M4 wires:
Bar = 100 um.
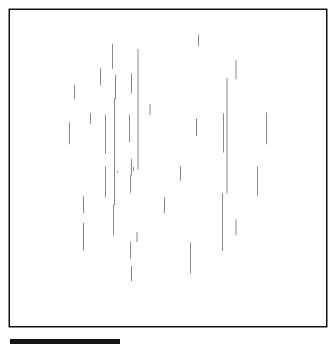
Logic cells by family:
Bar = 100 um.
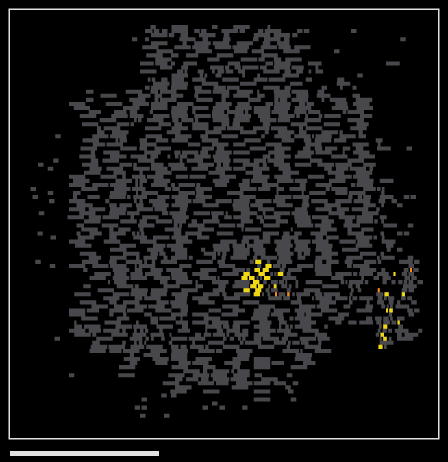
Cell classes on the final placement:
Bar = 100 um. Fill, decap, tap and diode cells in grey.
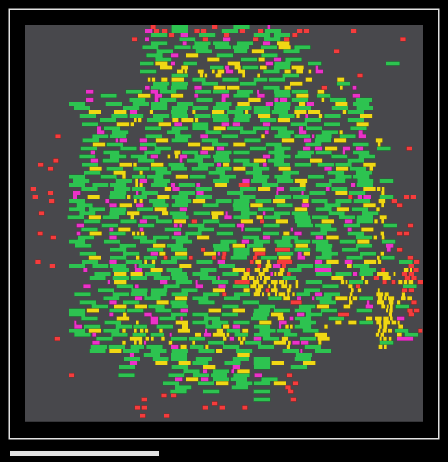
--- src/rtl/fifo_pkg.sv ---
// Shared types and helpers for the sync_fifo_flex family.
package fifo_pkg;

  typedef enum logic {FIFO_STD, FIFO_FWFT} fifo_mode_e;

  function automatic int unsigned lvl_w(input int unsigned size);
    return $clog2(size + 1);
  endfunction

  localparam int unsigned DEF_SIZE  = 16;
  localparam int unsigned DEF_LVL_W = lvl_w(DEF_SIZE);

  // Wrap is explicit so non-power-of-two depths never rely on pointer overflow.
  function automatic int unsigned ptr_inc(input int unsigned ptr, input int unsigned size);
    return (ptr == size - 1) ? 0 : ptr + 1;
  endfunction

endpackage

--- src/rtl/fifo_mem.sv ---
// Flop-based storage: one synchronous write port, one asynchronous read port.
module fifo_mem #(
  parameter int BITS = 32,
  parameter int SIZE = 16,
  parameter int PW   = 4
) (
  input  logic            clk,
  input  logic            we,
  input  logic [PW-1:0]   waddr,
  input  logic [BITS-1:0] wdata,
  input  logic [PW-1:0]   raddr,
  output logic [BITS-1:0] rdata
);

  logic [BITS-1:0] mem_q [SIZE];

  always_ff @(posedge clk) begin
    if (we) mem_q[waddr] <= wdata;
  end

  assign rdata = mem_q[raddr];

endmodule

--- src/rtl/sync_fifo_flex.sv ---
// Single-clock FIFO with arbitrary depth, FWFT or registered read, level/threshold
// flags and sticky overflow/underflow errors.
module sync_fifo_flex
  import fifo_pkg::*;
#(
  parameter int BITS      = 32,
  parameter int SIZE      = 16,
  parameter int FWFT      = 0,
  parameter int AF_THRESH = SIZE - 2,
  parameter int AE_THRESH = 2
) (
  input  logic                      clk,
  input  logic                      rst_n,
  input  logic                      wr_en,
  input  logic [BITS-1:0]           wr_data,
  output logic                      wr_full,
  output logic                      wr_almost_full,
  input  logic                      rd_en,
  output logic [BITS-1:0]           rd_data,
  output logic                      rd_valid,
  output logic                      rd_empty,
  output logic                      rd_almost_empty,
  output logic [$clog2(SIZE+1)-1:0] level,
  output logic                      overflow,
  output logic                      underflow,
  input  logic                      clr_err
);

  localparam int         PW   = (SIZE > 1) ? $clog2(SIZE) : 1;
  localparam int         LW   = $clog2(SIZE + 1);
  localparam fifo_mode_e MODE = (FWFT != 0) ? FIFO_FWFT : FIFO_STD;

  if (SIZE < 2) begin : g_bad_size
    $error("sync_fifo_flex: SIZE must be >= 2");
  end
  if ((AF_THRESH < 0) || (AF_THRESH > SIZE)) begin : g_bad_af
    $error("sync_fifo_flex: AF_THRESH outside 0..SIZE");
  end
  if ((AE_THRESH < 0) || (AE_THRESH > SIZE)) begin : g_bad_ae
    $error("sync_fifo_flex: AE_THRESH outside 0..SIZE");
  end

  logic [PW-1:0]   wr_ptr_q, wr_ptr_d, rd_ptr_q, rd_ptr_d;
  logic [LW-1:0]   level_q, level_d;
  logic            overflow_q, overflow_d, underflow_q, underflow_d;
  logic            rd_valid_q, rd_valid_d;
  logic [BITS-1:0] rd_data_q, rd_data_d;
  logic [BITS-1:0] mem_rdata;
  logic            full, empty, wr_acc, rd_acc;

  assign full   = (level_q == LW'(SIZE));
  assign empty  = (level_q == '0);
  assign wr_acc = wr_en && !full;
  assign rd_acc = rd_en && !empty;

  fifo_mem #(.BITS(BITS), .SIZE(SIZE), .PW(PW)) u_mem (
    .clk   (clk),
    .we    (wr_acc),
    .waddr (wr_ptr_q),
    .wdata (wr_data),
    .raddr (rd_ptr_q),
    .rdata (mem_rdata)
  );

  always_comb begin
    wr_ptr_d    = wr_ptr_q;
    rd_ptr_d    = rd_ptr_q;
    level_d     = level_q;
    rd_data_d   = rd_data_q;
    rd_valid_d  = 1'b0;
    overflow_d  = (overflow_q && !clr_err) || (wr_en && full);
    underflow_d = (underflow_q && !clr_err) || (rd_en && empty);
    if (wr_acc) wr_ptr_d = PW'(ptr_inc(32'(wr_ptr_q), SIZE));
    if (rd_acc) rd_ptr_d = PW'(ptr_inc(32'(rd_ptr_q), SIZE));
    case ({wr_acc, rd_acc})
      2'b10:   level_d = level_q + LW'(1);
      2'b01:   level_d = level_q - LW'(1);
      default: level_d = level_q;
    endcase
    // Registered-read capture; in FWFT mode the head is driven straight from storage.
    if ((MODE == FIFO_STD) && rd_acc) begin
      rd_data_d  = mem_rdata;
      rd_valid_d = 1'b1;
    end
  end

  always_ff @(posedge clk or negedge rst_n) begin
    if (!rst_n) begin
      wr_ptr_q    <= '0;
      rd_ptr_q    <= '0;
      level_q     <= '0;
      rd_data_q   <= '0;
      rd_valid_q  <= 1'b0;
      overflow_q  <= 1'b0;
      underflow_q <= 1'b0;
    end else begin
      wr_ptr_q    <= wr_ptr_d;
      rd_ptr_q    <= rd_ptr_d;
      level_q     <= level_d;
      rd_data_q   <= rd_data_d;
      rd_valid_q  <= rd_valid_d;
      overflow_q  <= overflow_d;
      underflow_q <= underflow_d;
    end
  end

  assign level           = level_q;
  assign wr_full         = full;
  assign rd_empty        = empty;
  assign wr_almost_full  = (level_q >= LW'(AF_THRESH));
  assign rd_almost_empty = (level_q <= LW'(AE_THRESH));
  assign overflow        = overflow_q;
  assign underflow       = underflow_q;
  assign rd_data         = (MODE == FIFO_FWFT) ? (empty ? '0 : mem_rdata) : rd_data_q;
  assign rd_valid        = (MODE == FIFO_FWFT) ? !empty : rd_valid_q;

endmodule

--- config.mk ---
export PLATFORM = sky130hd
export DESIGN_NAME = sync_fifo_flex
export DESIGN_NICKNAME = d
export VERILOG_FILES = /design/src/rtl/fifo_pkg.sv /design/src/rtl/fifo_mem.sv /design/src/rtl/sync_fifo_flex.sv
export SDC_FILE = /design/constraint.sdc
export NUM_CORES = 1
export LEC_CHECK = 0
export CAP_MARGIN = 20
export CELL_PAD_IN_SITES_DETAIL_PLACEMENT = 1
export CELL_PAD_IN_SITES_GLOBAL_PLACEMENT = 1
export CORE_MARGIN = 10
export CORE_UTILIZATION = 30
export CTS_BUF_LIST = sky130_fd_sc_hd__clkbuf_4 sky130_fd_sc_hd__clkbuf_8
export DETAILED_ROUTE_END_ITERATION = 6
export GPL_ROUTABILITY_DRIVEN = 0
export PLACE_DENSITY = 0.56
export SYNTH_ARGS = -nofsm -noshare
export SYNTH_HDL_FRONTEND = slang
export SYNTH_SLANG_ARGS = --single-unit
--- constraint.sdc ---
create_clock -name clk -period 5.93 [get_ports clk]
set_clock_uncertainty 0.05 [all_clocks]
set_input_delay 0.8895 -clock clk [delete_from_list [all_inputs] [get_ports clk]]
set_output_delay 0.8895 -clock clk [all_outputs]
set_load 0.005 [all_outputs]
==> impl_metrics.yaml <==
# implementation run metrics
logic_synthesis:
  yosysWarnings: 0
  top_area_share_pct: 71.6
  top_area_cell: "edfxtp_1"
  ys_sh_xor_pct: 0.245
  ys_seq_share_pct: 77.2
  ys_ff: 560
  async_flop_share_pct: 8.57
  syn_area_um2: 21500
  ys_cells: 974
final_layout:
  buffers: 107
  logic_area_um2: 4640
  lay_top_cells: "edfxtp_1, mux4_2, clkbuf_8"
  area_delta_synth_final_pct: 18.6
  final-clk-cell-share_pct: 7.54
  regMostFlops: "u_mem.mem_q"
  sh_seq_area_pct: 65.1
  seq_cell_count: 560
floorplanning:
  num_tap_cells: 950
  fp_util_pct: 30.1
  die-width_um: 288
drt:
  highest-signal-layer: "met5"
  wl_met3_um: 2350
  met2_length_um: 25000
  wl_per_cell_um: 23.3
  drt_first_pass_iters: 4
setup_path:
  path_delay_family: "simple AND/OR/NAND/NOR gates"
  reg2reg_slack_ns: 2.88
  critPathSlowestCell: "or4_4"
  worstPathCellList: "or4_4 -> nor2_1 -> clkdlybuf4s50_1"
clock_network:
  clockRootBuffer: "clkbuf_8"
grt:
  track_usage_pct: 12.2
  overflow: 0
  busiest_layer: "met2"
  antenna_found_initial: 2
  use_met3_pct: 2.67
pwr:
  power_frac_seq_pct: 44.3
  power_clock_mw: 3.44
  p_int_mw: 8.28
  p_switching_mw: 3.42
job:
  drv_cap: 0
  warnings: 30
timing:
  drv_slew: 0
  tightest_slew_ns: 0.948
  timing.final.crit_period_ns: 3.36
run_status:
  status: "completed"
Back to the opening pictures, 'M4 wires':
longest straight run	110 um
main direction	vertical
wire length on this layer	923 um
nets with wire on the layer	11
final wirelength: 50,200 um
via count: 10,200

Back to the opening pictures, 'logic cells by family':
colour	family	cells	most used
orange	inv cells	4	inv_1
yellow	nor cells	27	nor2_4
combinational fraction of the cell area: 18.2%
post-route non-filler standard cell count: 2,151
dominant logic cell type in the layout: edfxtp_1

Back to the opening pictures, 'cell classes on the final placement':
colour	class	cells	share of their area
red	remaining buffers and delay cells	107	4.6%
yellow	remaining logic cells	355	19%
magenta	clock drivers and dummy loads	178	7.9%
green	registers	560	68%

## stage by stage
step	total power, mW	area, um2	setup WS, ns	hold WS [ns]	instances
finish	11.7	25500	2.57	0.277	2151
global placement	8.39	23400	2.39	0.441	1968
global route	12.3	25500	2.44	0.304	2151
CTS	11.9	25500	2.48	0.259	2150
floorplan	7.24	21500	1.69	0.448	974
detailed placement	8.44	23500	2.41	0.446	1972
## path summary, 6_finish.rpt
path | from | endpoint | depth (start not counted)
setup / recovery | level[0] | rd_empty | 3
hold / removal | rst_n | level[2] | 1
setup reg to reg | level[0] | level[4] | 8
hold reg to reg | overflow | overflow | 1
max in group asynchronous | rst_n | rd_ptr_q[1] | 1
min in group clk | overflow | overflow | 1
Power is estimated from default activity; no workload was simulated.
